--- src/rtl/ps2_host_tx.sv ---
// ps2_host_tx: sends one command byte to a PS/2 device using the host-request
// protocol and reports whether the device acknowledged it.
module ps2_host_tx #(
  parameter int unsigned INHIBIT_CYCLES = 10000,
  parameter int unsigned TIMEOUT_CYCLES = 1500000
) (
  input  logic       clk,
  input  logic       reset,
  input  logic [7:0] tx_data,
  input  logic       tx_valid,
  output logic       tx_ready,
  input  logic       ps2_clk_in,
  input  logic       ps2_data_in,
  output logic       ps2_clk_drive_low,
  output logic       ps2_data_drive_low,
  output logic       busy,
  output logic       done,
  output logic       ack_ok
);

  localparam int unsigned CNT_MAX = (INHIBIT_CYCLES > TIMEOUT_CYCLES) ?
                                    INHIBIT_CYCLES : TIMEOUT_CYCLES;
  localparam int unsigned CNT_W   = $clog2(CNT_MAX + 1);
  localparam int unsigned EDGE_W  = 4;

  localparam logic [CNT_W-1:0]  INHIBIT_LAST = CNT_W'(INHIBIT_CYCLES - 1);
  localparam logic [CNT_W-1:0]  TIMEOUT_LAST = CNT_W'(TIMEOUT_CYCLES - 1);
  localparam logic [CNT_W-1:0]  CNT_SAT      = CNT_W'(CNT_MAX);
  localparam logic [EDGE_W-1:0] EDGE_PARITY  = EDGE_W'(8);
  localparam logic [EDGE_W-1:0] EDGE_STOP    = EDGE_W'(9);
  localparam logic [EDGE_W-1:0] EDGE_ACK     = EDGE_W'(10);

  typedef enum logic [2:0] {
    S_IDLE,
    S_INHIBIT,
    S_REQ,
    S_XFER,
    S_WAIT_IDLE
  } state_t;

  state_t              state_q, state_d;
  logic [CNT_W-1:0]    cnt_q, cnt_d;
  logic [EDGE_W-1:0]   edge_cnt_q, edge_cnt_d;
  logic [7:0]          shift_q, shift_d;
  logic                parity_q, parity_d;
  logic                ack_q, ack_d;
  logic                clk_drive_q, clk_drive_d;
  logic                data_drive_q, data_drive_d;
  logic                busy_q, busy_d;
  logic                done_q, done_d;
  logic                ack_ok_q, ack_ok_d;
  logic                tx_ready_q, tx_ready_d;

  logic                clk_s1_q, clk_s2_q, clk_prev_q;
  logic                data_s1_q, data_s2_q;

  logic                accept;
  logic                fe;
  logic                timeout;
  logic [CNT_W-1:0]    cnt_inc;

  assign accept  = tx_valid & tx_ready_q;
  assign fe      = clk_prev_q & ~clk_s2_q;
  assign timeout = (cnt_q >= TIMEOUT_LAST);
  assign cnt_inc = (cnt_q == CNT_SAT) ? cnt_q : cnt_q + CNT_W'(1);

  // Two-flop synchronizers on the raw lines plus the delayed clock for edge detect.
  always_ff @(posedge clk) begin
    if (reset) begin
      clk_s1_q   <= 1'b1;
      clk_s2_q   <= 1'b1;
      clk_prev_q <= 1'b1;
      data_s1_q  <= 1'b1;
      data_s2_q  <= 1'b1;
    end else begin
      clk_s1_q   <= ps2_clk_in;
      clk_s2_q   <= clk_s1_q;
      clk_prev_q <= clk_s2_q;
      data_s1_q  <= ps2_data_in;
      data_s2_q  <= data_s1_q;
    end
  end

  // State, datapath and registered outputs.
  always_ff @(posedge clk) begin
    if (reset) begin
      state_q      <= S_IDLE;
      cnt_q        <= '0;
      edge_cnt_q   <= '0;
      shift_q      <= '0;
      parity_q     <= 1'b0;
      ack_q        <= 1'b0;
      clk_drive_q  <= 1'b0;
      data_drive_q <= 1'b0;
      busy_q       <= 1'b0;
      done_q       <= 1'b0;
      ack_ok_q     <= 1'b0;
      tx_ready_q   <= 1'b0;
    end else begin
      state_q      <= state_d;
      cnt_q        <= cnt_d;
      edge_cnt_q   <= edge_cnt_d;
      shift_q      <= shift_d;
      parity_q     <= parity_d;
      ack_q        <= ack_d;
      clk_drive_q  <= clk_drive_d;
      data_drive_q <= data_drive_d;
      busy_q       <= busy_d;
      done_q       <= done_d;
      ack_ok_q     <= ack_ok_d;
      tx_ready_q   <= tx_ready_d;
    end
  end

  // Next-state logic; drive values are computed for the state being entered.
  always_comb begin
    state_d      = state_q;
    cnt_d        = cnt_q;
    edge_cnt_d   = edge_cnt_q;
    shift_d      = shift_q;
    parity_d     = parity_q;
    ack_d        = ack_q;
    clk_drive_d  = 1'b0;
    data_drive_d = 1'b0;
    done_d       = 1'b0;
    ack_ok_d     = 1'b0;

    case (state_q)
      S_IDLE: begin
        if (accept) begin
          shift_d     = tx_data;
          parity_d    = ~^tx_data;
          cnt_d       = '0;
          clk_drive_d = 1'b1;
          state_d     = S_INHIBIT;
        end
      end

      S_INHIBIT: begin
        clk_drive_d = 1'b1;
        cnt_d       = cnt_inc;
        if (cnt_q == INHIBIT_LAST) begin
          data_drive_d = 1'b1;
          state_d      = S_REQ;
        end
      end

      S_REQ: begin
        // Release the clock, keep the start bit on data.
        data_drive_d = 1'b1;
        cnt_d        = '0;
        edge_cnt_d   = '0;
        state_d      = S_XFER;
      end

      S_XFER: begin
        cnt_d        = cnt_inc;
        data_drive_d = data_drive_q;
        if (fe) begin
          edge_cnt_d = edge_cnt_q + EDGE_W'(1);
          if (edge_cnt_q < EDGE_PARITY) begin
            data_drive_d = ~shift_q[0];
            shift_d      = {1'b0, shift_q[7:1]};
          end else if (edge_cnt_q == EDGE_PARITY) begin
            data_drive_d = ~parity_q;
          end else if (edge_cnt_q == EDGE_STOP) begin
            data_drive_d = 1'b0;
          end else if (edge_cnt_q == EDGE_ACK) begin
            data_drive_d = 1'b0;
            ack_d        = ~data_s2_q;
            state_d      = S_WAIT_IDLE;
          end
        end else if (timeout) begin
          data_drive_d = 1'b0;
          done_d       = 1'b1;
          state_d      = S_IDLE;
        end
      end

      S_WAIT_IDLE: begin
        cnt_d = cnt_inc;
        if (clk_s2_q && data_s2_q) begin
          done_d   = 1'b1;
          ack_ok_d = ack_q;
          state_d  = S_IDLE;
        end else if (timeout) begin
          done_d  = 1'b1;
          state_d = S_IDLE;
        end
      end

      default: begin
        state_d = S_IDLE;
      end
    endcase
  end

  // Status outputs; ready returns only after a full cycle back in idle.
  always_comb begin
    busy_d     = (state_d != S_IDLE);
    tx_ready_d = (state_q == S_IDLE) && (state_d == S_IDLE);
  end

  assign tx_ready           = tx_ready_q;
  assign ps2_clk_drive_low  = clk_drive_q;
  assign ps2_data_drive_low = data_drive_q;
  assign busy               = busy_q;
  assign done               = done_q;
  assign ack_ok             = ack_ok_q;

endmodule

--- config.mk ---
export PLATFORM = sky130hd
export DESIGN_NAME = ps2_host_tx
export DESIGN_NICKNAME = d
export VERILOG_FILES = /design/src/rtl/ps2_host_tx.sv
export SDC_FILE = /design/constraint.sdc
export NUM_CORES = 1
export LEC_CHECK = 0
export CAP_MARGIN = 30
export CORE_ASPECT_RATIO = 1.1
export CORE_MARGIN = 10
export CORE_UTILIZATION = 37
export CTS_CLUSTER_SIZE = 8
export DETAILED_ROUTE_END_ITERATION = 10
export PLACE_DENSITY = 0.67
export SYNTH_ARGS = -nofsm -noshare
export SYNTH_HDL_FRONTEND = slang
export SYNTH_SLANG_ARGS = --single-unit
--- constraint.sdc ---
create_clock -name clk -period 2.3 [get_ports clk]
set_input_delay 0.46 -clock clk [delete_from_list [all_inputs] [get_ports clk]]
set_output_delay 0.46 -clock clk [all_outputs]
set_load 0.005 [all_outputs]
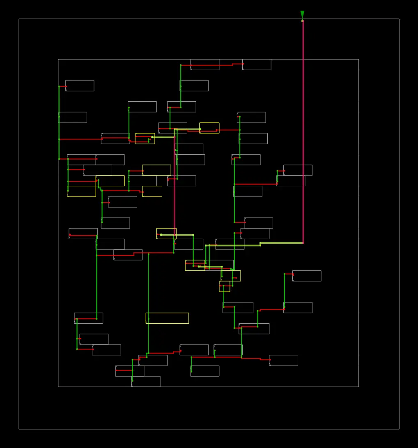
Fig. 1. The clock network (run 1).
clk_skew: 0.002960 ns
Latency at later pin: 0.30 ns
Clock group: 0.647 mW
flop count: 49
Clock Buffer Count: 6

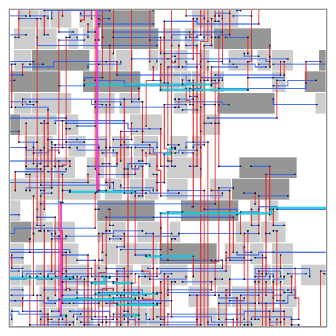
Fig. 2. Zoomed window (run 1).
Window x 29 to 69, y 33 to 73 microns. Cells in grey, sequential cells in the stronger grey; small squares are vias.
metal 3 -> cyan
metal 1 -> blue
metal 4 -> magenta
metal 2 -> red
most frequent = nor2_1 (14), nand2_1 (13)
netlist names of flops here include = cnt_q (4), state_q (3)
cells with their middle in the window = 129
sequential cells in the window = 12

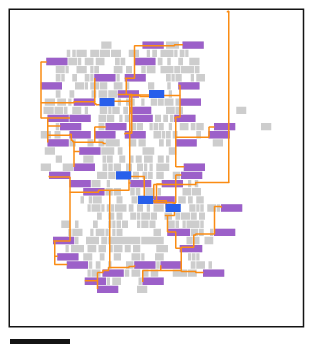
Fig. 3. Routed clock nets over the placement (run 1).
Scale bar: 20 microns.
clock drivers -> blue  # count 5
clock wires -> orange  # length 640 microns
flip-flops -> purple  # count 49
routed clock nets = 6
clock power share: 37.4%

==> out/qor.yml, run 1 <==
clocking:
  clockBufferDepth: 2
  cts_root_buf: "clkbuf_8"
  htree_num_levels: 2
  cts_tree: "yes"
placed_design:
  dp_cells: 399
  dp_slack_ns: 0.03819
  io_buffers: 18
  place_area_sq_mm: 0.002820
worst_setup_path:
  arrival_ns: 2.40
  end_kind: "register"
  startpoint_type: "register"
  crit_start: "cnt_q[17]"
finish:
  logic_gates: 227
  layout-drive-gt1-share_pct: 12.62
  nonClockBufferCount: 35
  reg_top3: "cnt_q x21, shift_q x8, edge_cnt_q x4"
  seq_share_pct: 33.35
  logic_area_sq_mm: 0.001413
power:
  p_sw_share_pct: 23.42
  seqPwrFrac_pct: 51.6
  power_mw: 1.730
global_routing:
  track_usage_pct: 10.30
  antenna_found_initial: 0
synthesis:
  yosysTopAreaCellShare_pct: 39.80
  async_reset_ff_share_pct: 0
  synth.top_cells.by_count: "dfxtp_1 (49), nor2_1 (45), nand2_1 (26), nand3_1 (17), xor2_1 (15)"
  avgSynthCellArea_sq_um: 8.355
  aoi_share_pct: 13.35
  syn_nets: 314
  yosysWarnings: 0
timing:
  finalClockPeriodUsage_pct: 96.44
  worstMarginPinSlew_ns: 0.7134
drt:
  firstDrtPassIters: 4
  wl_met3_microns: 217
floorplanning:
  fp-row-count: 31
run_status:
  status: "finished, final reports clean"
hold_path:
  hold_path_depth: 1
==> run 2, diff against run 1 <==
--- a/config.mk
+++ b/config.mk
@@ -12,6 +12,7 @@
 export CTS_CLUSTER_SIZE = 8
 export DETAILED_ROUTE_END_ITERATION = 10
 export PLACE_DENSITY = 0.67
+export SETUP_SLACK_MARGIN = 0.4
 export SYNTH_ARGS = -nofsm -noshare
 export SYNTH_HDL_FRONTEND = slang
 export SYNTH_SLANG_ARGS = --single-unit
==> constraint.sdc (replaced) <==
create_clock -name clk -period 2.1 [get_ports clk]
set_input_delay 0.42 -clock clk [delete_from_list [all_inputs] [get_ports clk]]
set_output_delay 0.42 -clock clk [all_outputs]
set_load 0.005 [all_outputs]
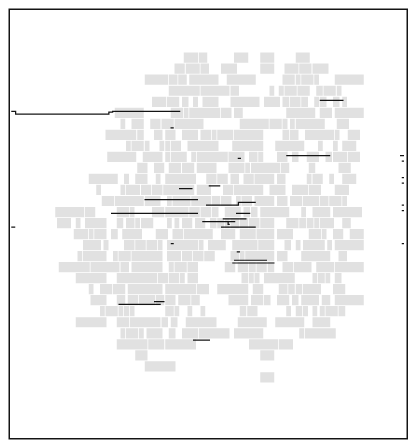
Fig. 4. Signal wires on met3 (run 2).
Cells faint in the background.
main direction = horizontal
longest straight run = 23.0 microns
vias: 2343
DRT Wirelength: 6681 microns
GRT met3 Usage: 2.155%

==> out/qor.yml, run 2 <==
placed_design:
  dp_slack_ns: -0.1228  # was 0.03819 ns
  place_area_sq_mm: 0.002919  # was 0.002820 sq mm
  dp_cells: 410  # was 399
timing:
  finClkSkew_ns: 0.01098  # was 0.002960 ns
synthesis:
  yosysTopAreaCellShare_pct: 39.80  # unchanged
  avgSynthCellArea_sq_um: 8.355  # unchanged
  aoi_share_pct: 13.35  # unchanged
  yosysWarnings: 0  # unchanged
  syn_nets: 314  # unchanged
  async_reset_ff_share_pct: 0  # unchanged
floorplanning:
  fp-row-count: 31  # unchanged
worst_setup_path:
  arrival_ns: 2.22  # was 2.40 ns
  startpoint_type: "register"  # unchanged
  end_kind: "register"  # unchanged
  crit_start: "cnt_q[17]"  # unchanged
power:
  pg_clk_mw: 0.565  # was 0.647 mW
  power_mw: 1.811  # was 1.730 mW
  p_sw_share_pct: 26.25  # was 23.42%
finish:
  logic_area_sq_mm: 0.001690  # was 0.001413 sq mm
  ff_count: 49  # unchanged
  seq_share_pct: 28.59  # was 33.35%
  logic_gates: 227  # unchanged
hold_path:
  hold_path_depth: 1  # unchanged
clocking:
  cts_tree: "yes"  # unchanged
  clockBufferDepth: 2  # unchanged
  clock_latency_ns: 0.30  # about the same
global_routing:
  track_usage_pct: 12.19  # was 10.30%
run_status:
  status: "finished, final reports clean"  # unchanged
drt:
  firstDrtPassIters: 4  # unchanged
==> run 3, diff against run 2 <==
--- a/config.mk
+++ b/config.mk
@@ -13,6 +13,7 @@
 export DETAILED_ROUTE_END_ITERATION = 10
 export PLACE_DENSITY = 0.67
 export SETUP_SLACK_MARGIN = 0.4
+export SLEW_MARGIN = 20
 export SYNTH_ARGS = -nofsm -noshare
 export SYNTH_HDL_FRONTEND = slang
 export SYNTH_SLANG_ARGS = --single-unit
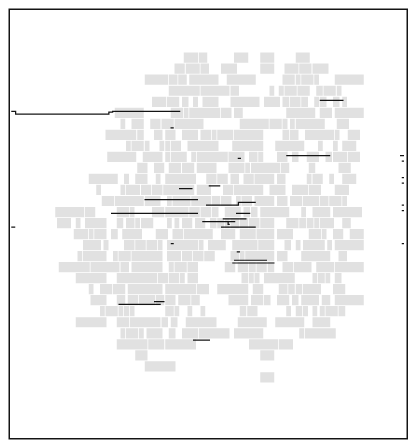
Fig. 5. Signal wires on met3 (run 3).
Cells faint in the background.
wire length on this layer = 175 microns
longest straight run = 23.0 microns

==> out/qor.yml, run 3 <==
drt:
  firstDrtPassIters: 4  # unchanged
  ant_nets: 0  # unchanged
  drt_wl_total_microns: 6681  # unchanged
  num_vias: 2343  # unchanged
synthesis:
  synth.top_cells.by_count: "dfxtp_1 (49), nor2_1 (45), nand2_1 (26), nand3_1 (17), xor2_1 (15)"  # unchanged
  avgSynthCellArea_sq_um: 8.355  # unchanged
  simple_gate_share_pct: 30.30  # unchanged
  yosysTopAreaCellShare_pct: 39.80  # unchanged
  yosysWarnings: 0  # unchanged
  ys_seq_elements: 49  # unchanged
  async_reset_ff_share_pct: 0  # unchanged
worst_setup_path:
  end_kind: "register"  # unchanged
  reg2reg_from: "cnt_q[17]"  # unchanged
  startpoint_type: "register"  # unchanged
  rrSetupSlack_ns: 0.07  # about the same
  crit_start: "cnt_q[17]"  # unchanged
  arrival_ns: 2.22  # about the same
  path_buffers: 0  # unchanged
floorplanning:
  fp-row-count: 31  # unchanged
  tap_cells: 82  # unchanged
power:
  pg_clk_mw: 0.565  # about the same
  power_mw: 1.811  # unchanged
  p_sw_share_pct: 26.25  # unchanged
  internal-power_mw: 1.336  # unchanged
  seqPwrFrac_pct: 54.1  # about the same
finish:
  logic_gates: 227  # unchanged
  reg_top3: "cnt_q x21, shift_q x8, edge_cnt_q x4"  # unchanged
  seq_share_pct: 28.59  # unchanged
  ff_count: 49  # unchanged
  logic_area_sq_mm: 0.001690  # unchanged
  dominant_cells: "multi-input combinational cells"  # unchanged
clocking:
  cts_root_buf: "clkbuf_8"  # unchanged
  clock_latency_ns: 0.30  # about the same
  clockBufferDepth: 2  # unchanged
  cts_tree: "yes"  # unchanged
  htree_num_levels: 2  # unchanged
global_routing:
  track_usage_pct: 12.19  # unchanged
  antenna_found_initial: 0  # unchanged
  grt_busiest_layer: "met2"  # unchanged
timing:
  finClkSkew_ns: 0.01098  # unchanged
  max_slew_margin_pct: 67.22  # unchanged
  worstMarginPinSlew_ns: 0.4906  # unchanged
hold_path:
  hold_path_depth: 1  # unchanged
placed_design:
  dp_slack_ns: -0.1228  # unchanged
  place_area_sq_mm: 0.002919  # unchanged
  io_buffers: 18  # unchanged
  dp_hpwl_microns: 4140  # unchanged
run_status:
  status: "finished, final reports clean"  # unchanged

==> gallery <==
Wiring heat map.
Scale bar: 20 microns. The die is cut into 20 by 21 equal tiles; white is low, dark blue is high, scaled to the fullest tile. Values are wire area over tile area, all layers added.
Plate I
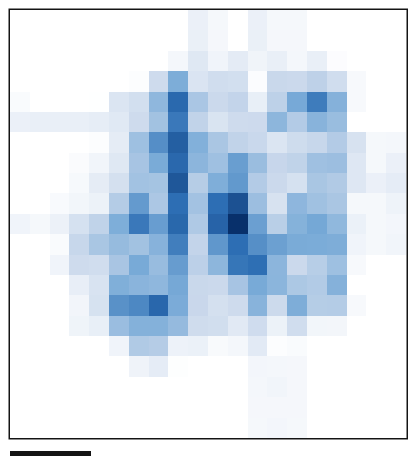
Plate II
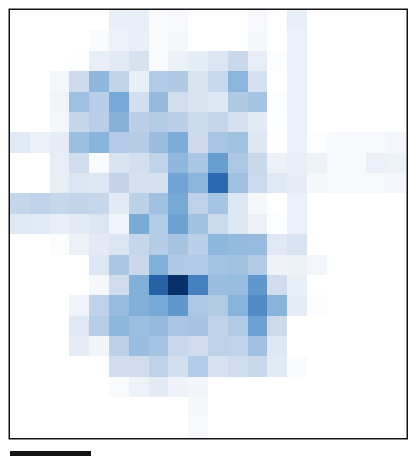
For run 1, see Plate II.
For run 3, see Plate I.

Key to Plate I:
fullest tile = 0.60
mean over tiles = 0.099
densest ninth of the die = centre

Power and IR drop assume default switching activity.
